==> run_1/power_grid.png <==
Bar = 10 um. Pins as bars on the die edge. Tap cells in gray.
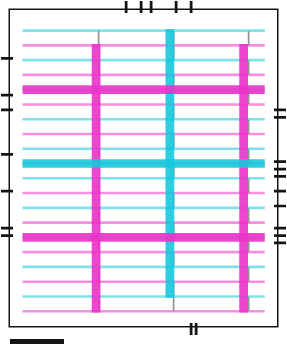
==> run_1/placement_by_type.png <==
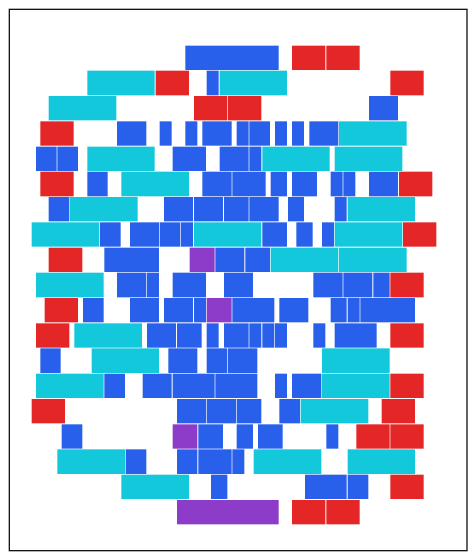
==> run_1/clk_routes.png <==
Bar = 10 um.
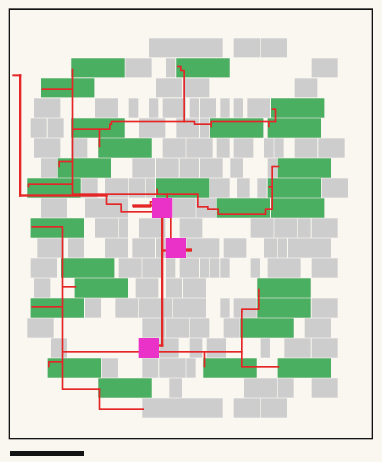
==> config.mk <==
export PLATFORM = sky130hd
export DESIGN_NAME = fifo_rptr_empty
export DESIGN_NICKNAME = d
export VERILOG_FILES = /design/src/rtl/fifo_rptr_empty.sv
export SDC_FILE = /design/constraint.sdc
export NUM_CORES = 1
export LEC_CHECK = 0
export ABC_AREA = 0
export CAP_MARGIN = 20
export CORE_ASPECT_RATIO = 1.2
export CORE_MARGIN = 2
export CORE_UTILIZATION = 50
export CTS_CLUSTER_DIAMETER = 150
export DETAILED_ROUTE_END_ITERATION = 7
export GPL_ROUTABILITY_DRIVEN = 0
export PLACE_DENSITY = 0.87
export RECOVER_POWER = 25
export SLEW_MARGIN = 20
export SYNTH_ARGS = -nofsm -noshare
export SYNTH_HDL_FRONTEND = slang
export SYNTH_SLANG_ARGS = --single-unit
==> constraint.sdc <==
create_clock -name r_clk -period 5.85 [get_ports r_clk]
set_input_delay 0.585 -clock r_clk [delete_from_list [all_inputs] [get_ports r_clk]]
set_output_delay 0.585 -clock r_clk [all_outputs]
set_load 0.005 [all_outputs]
==> flow_metrics.tcl, run 1 <==
# metrics dict for downstream scripts
set metrics [dict create \
    fin_crit_ps 3100 \
    antenna_found_initial 0 \
    crit_top_cell "ha_1" \
    place_ws_ps 2410 \
    design_area_sq_um 1520 \
    clkPwrFrac 0.285 \
    post_dp_cell_area_sq_um 1470 \
    power-top-group "sequential cells" \
    p_int_uw 324 \
    top_logic_kind "XOR/XNOR gates" \
    top_area_frac 0.425 \
    worst-path-max-fanout 7 \
    wl_met3_um 94 \
    grt_pass1_vias 951 \
    critPathMaxStageDelay_ps 390 \
    p_total_uw 435 \
    ys.flop_type "dfxtp_1" \
    adder_share 0.0511 \
    cp_num_cells 11 \
    antenna_cells 0 \
    initial_utilization 0.531 \
    ys_types 35 \
    final-hold-violation-count 0 \
    pwr-share-comb 0.257 \
    ys.flops 26 \
    place_inst 173 \
    io_buffers 23 \
    finalSetupViolCount 0 \
    cts_buffer_depth 2 \
    hp-class "flip-flop to flip-flop" \
    ant_nets 0 \
    drv_slew 0 \
    top_layer "met4" \
    dr.pass1.iters 4 \
    edf_count 0 \
    dp_hpwl_um 1710 \
    layout.nets 160 \
    yosys.stat.seqShare 0.425 \
    syn-num-nets 138 \
    groute.usage.overall 0.186 \
    postSynth.asyncResetShare 0 \
    fmaxAchievable_mhz 323 \
    synth_warnings 0 \
    yosysChipArea_sq_um 1220 \
    powerSeq_uw 199 \
    common_cells "26 x dfxtp_1, 18 x xnor2_1, 16 x nor2_1, 13 x nor2b_1, 6 x inv_1" \
    ioPinCount 24 \
    finalCritPeriodShare 0.530 \
    grt-ovfl-total 0 \
    maxCapViolations 0 \
    cts_tree "done" \
    met1_length_um 896 \
    relSlewSlack 0.331 \
    synth.avg_cell_area_sq_um 9.79 \
    grt_util_met3 0.0284 \
    holdPathStages 1 \
    wl_um 2280 \
    synthCells 125 \
    setup_slack_ps 2750 \
    simple_gate_share 0.156 \
    grt.busiest_layer "met2" \
    top_cell "dfxtp_1" \
    syn2layout_area_growth_pct 24.3 \
    clk_pin_slew_worst_paths_ps 150 \
    worstSetupEndpointType "flip-flop" \
    xor_area_frac 0.177 \
    hold_buffers 0 \
    whs_ps 450 \
    cp.required_ps 6100 \
    crit_chain "clkdlybuf4s50_1 > nor2b_1 > ha_1 > ha_1 > xnor2_2 > ha_1 > a21boi_0 > a221oi_1 > xnor2_1 > nor2_1 > a2111oi_4" \
    path_buffers 1 \
    use_met2 0.344 \
    root_buffer "clkbuf_4" \
    critPathKind "input pin to flip-flop" \
    power_frac_seq 0.458 \
    wl_per_cell_um 12.9 \
    cts_setup_buffers 0 \
    drc 0 \
    cp.arrival_ps 3350 \
    drive_above_1_share 0.0753 \
    vias 923 \
    crit_path_start_kind "input pin" \
    status "finished clean" \
    topCellsByArea "dfxtp_1 43%, xnor2_1 13%, nor2b_1 6.6%" \
    ys_sh_aoi 0.144 \
    p_leak_nw 0.593 \
    grt_use_met1 0.188 \
    numCtsBuffers 3 \
    cp_slowest_cell "clkdlybuf4s50_1" \
    mux_share 0.00818 \
    grt_max_degree 27 \
    worst_pin_slew_ps 1000 \
    syn_area_sq_um 1220 \
]
Notes on power_grid.png above:
Key: cyan = VDD; magenta = VSS
3 straps on met5. The core has 19 rows. 31 tap cells. 3 straps on met4. 24 signal pins sit on the boundary.
VDD IR max: 0.169 mV
floorplan core area: 2310 sq um
width of the die: 49.2 um

Notes on placement_by_type.png above:
Key: purple = clock drivers and dummy loads [cells 4]; blue = combinational and other logic [cells 93]; cyan = sequential cells [cells 26]; red = remaining buffers and delay cells [cells 23]
Seq area share: 0.342
utilization after layout: 0.660
site row count: 19

Notes on clk_routes.png above:
Key: green = flip-flops [count 26]; magenta = clock drivers [count 3]; red = clock wires [length 287 um]
There are 4 routed clock nets. Position of the flops: spread over the die.
P_clk: 124 uW
clock skew: 17.7 ps
Late-Pin Clk Latency: 330 ps

run 1: layout make-up:
| type | instances | area [sq um] |
|---|---|---|
| fillers | 213 | 785 |
| multi-input cells | 87 | 657 |
| flip-flops and latches | 26 | 520 |
| inverters | 6 | 22.5 |
| clock inverters | 1 | 30.0 |
| clock buffers | 3 | 22.5 |
| repair buffers | 23 | 230 |
| well taps | 31 | 38.8 |
run 1: cells in the final DEF (no fill, tap or decap), drive strengths merged, types with 2 or more instances in the layout:
master	instances
a211oi	2
a21o	3
clkbuf	3
clkdlybuf4s50	22
dfxtp	26
ha	5
inv	6
nand3	3
nor2	17
nor2b	13
o211ai	3
o21ai	2
xnor2	19
xor2	4
==> run_1/wires.png <==
Bar = 10 um. Two of the layers only.
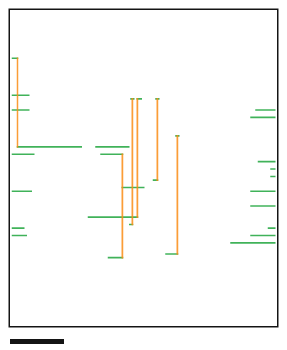

## Run 2: what changed since run 1
==> constraint.sdc (replaced) <==
create_clock -name r_clk -period 3.1 [get_ports r_clk]
set_input_delay 0.31 -clock r_clk [delete_from_list [all_inputs] [get_ports r_clk]]
set_output_delay 0.31 -clock r_clk [all_outputs]
set_load 0.005 [all_outputs]
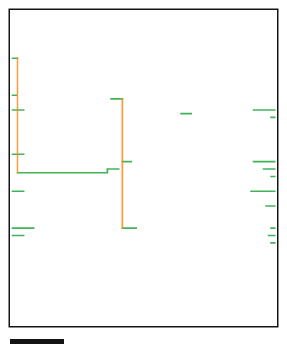
(run_2/wires.png)
Bar = 10 um. Two of the layers only.
Key: orange = metal 4 [wire length 44.9 um]; green = metal 3 [wire length 60.9 um]
Tot GR Track Use: 0.171
routed wire length: 2220 um
wire per inst: 12.3 um
via count: 910

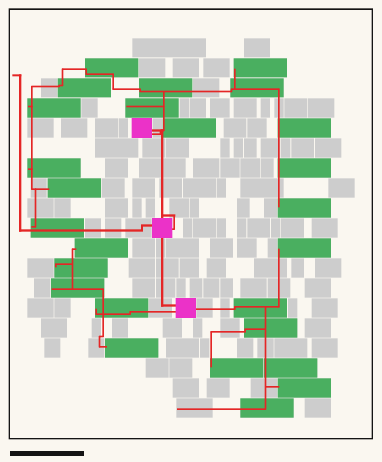
(run_2/clk_routes.png)
Bar = 10 um.
Clock Power Share: 0.221
Late-Pin Clk Latency: 320 ps
clock skew: 3.66 ps
P_clk: 166 uW

==> run 2 against run 1 <==
  * Non-clock buffer count grew 4
  * Area after synthesis is the same
  * Clock skew shrank 14 ps
  * Die size is the same
  * Synthesized cell count is the same
  * Total power grew 72%
  * Cell area grew 0.66%
  * Core utilization grew 0.43 points
  * Clock power grew 34%
  * Critical endpoint unchanged
==> flow_metrics.tcl, run 2 <==
# metrics dict for downstream scripts
set metrics [dict create \
    p_total_uw 749 \
    critPathKind "flip-flop to flip-flop" \
    cts_tree "done" \
    post-route-util 0.664 \
    die_h_um 58.2 \
    fmaxAchievable_mhz 343 \
    drv_slew 0 \
    synth.avg_cell_area_sq_um 9.79 \
    use_met2 0.338 \
    cts_buffer_depth 2 \
    critPathMaxStageDelay_ps 500 \
    p_leak_nw 0.602 \
    crit_path_start_kind "flip-flop" \
    top_cell "dfxtp_1" \
    yosysChipArea_sq_um 1220 \
    syn-num-nets 138 \
    mi_logic_area_sq_um 657 \
    ant_nets 0 \
    hp-class "flip-flop to flip-flop" \
    cts_resized 0 \
    top_logic_kind "XOR/XNOR gates" \
    dp_hpwl_um 1750 \
    clk_pin_slew_worst_paths_ps 130 \
    power_density_nw_per_um2 489 \
    finalSetupViolCount 0 \
    final_common_cell "dfxtp_1" \
    relSlewSlack 0.616 \
    xor_area_frac 0.177 \
    fin_crit_ps 2910 \
    ys_sh_aoi 0.144 \
    peakVddDrop_mv 0.433 \
    grt.busiest_layer "met2" \
    yosys.stat.seqShare 0.425 \
    core_area_sq_um 2310 \
    numCtsBuffers 3 \
    initial_utilization 0.531 \
    ioPinCount 24 \
    holdPathStages 1 \
    cts.sinks 26 \
    edf_count 0 \
    layout.nets 164 \
    worst_pin_slew_ps 574 \
    top_layer "met4" \
    grt_util_met3 0.0258 \
    antenna_found_initial 0 \
    syn2layout_area_growth_pct 25.2 \
    mux_share 0.00818 \
    fillers 194 \
    met1_length_um 913 \
    ff2ff_setup_slack_ps 190 \
    syn_area_sq_um 1220 \
    post_dp_cell_area_sq_um 1500 \
    whs_ps 450 \
    cp.arrival_ps 3140 \
    synth_warnings 0 \
    grt_use_met1 0.167 \
    crit_chain "xor2_2 > xnor2_1 > xnor2_1 > ha_1 > inv_1 > ha_1 > o211a_1 > a211o_1 > a22o_1 > a2111oi_4" \
    drc 0 \
    grt-ovfl-total 0 \
    ff_latch_area_sq_um 520 \
    ys.flop_type "dfxtp_1" \
    antenna_cells 0 \
    place_ws_ps 110 \
    design_area_sq_um 1530 \
    tool_warnings 26 \
    hold_buffers 0 \
    ys_types 35 \
    setup_slack_ps 187 \
    drt_iter0_markers 17 \
    drive_above_1_share 0.0933 \
    adder_share 0.0511 \
    root_buffer "clkbuf_4" \
    place_inst 177 \
    num_rows 19 \
    dr.pass1.iters 4 \
    topCellsByArea "dfxtp_1 43%, xnor2_1 13%, nor2b_1 6.6%" \
    wl_met3_um 60 \
    grt_pass1_vias 907 \
    synthCells 125 \
    cts_setup_buffers 0 \
    io_buffers 23 \
    dieArea_sq_um 2860 \
    simple_gate_share 0.156 \
    common_cells "26 x dfxtp_1, 18 x xnor2_1, 16 x nor2_1, 13 x nor2b_1, 6 x inv_1" \
    ys.flops 26 \
    lay_top_cells "26 x dfxtp_1, 21 x clkdlybuf4s50_1, 18 x xnor2_1" \
    cp.required_ps 3330 \
    worst-path-max-fanout 6 \
    top_area_frac 0.425 \
    largest_area_cell "dfxtp_1" \
    postSynth.asyncResetShare 0 \
    final-hold-violation-count 0 \
    worstSetupEndpointType "flip-flop" \
    cp_slowest_cell "dfxtp_1" \
    grt_max_degree 16 \
    finalCritPeriodShare 0.940 \
    maxCapViolations 0 \
    status "finished clean" \
    chipWidth_um 49.2 \
]
-- run 2: worst max-delay path: cells and delay by family, from the launching register on --
| family | cells | cell delay [ps] |
|---|---|---|
| buffers and inverters | 1 | 50 |
| AOI/OAI and AO/OA | 4 | 1060 |
| xor gates and xnor gates | 3 | 770 |
| DFF | 1 | 500 |
| adders and majority gates | 2 | 430 |
-- run 2: cell type report --
type	count	area share
multi-input cells	87	0.429
flip-flops and latches	26	0.340
repair buffers	27	0.167
well taps	31	0.0253
clock buffers	4	0.0237
inverters	6	0.0147
-- run 2: where the power goes --
group          internal (mW)  switching [mW]
logic                  0.117          0.0905
registers              0.364          0.0111
clock network         0.0719          0.0940
Power is estimated from default activity; no workload was simulated.
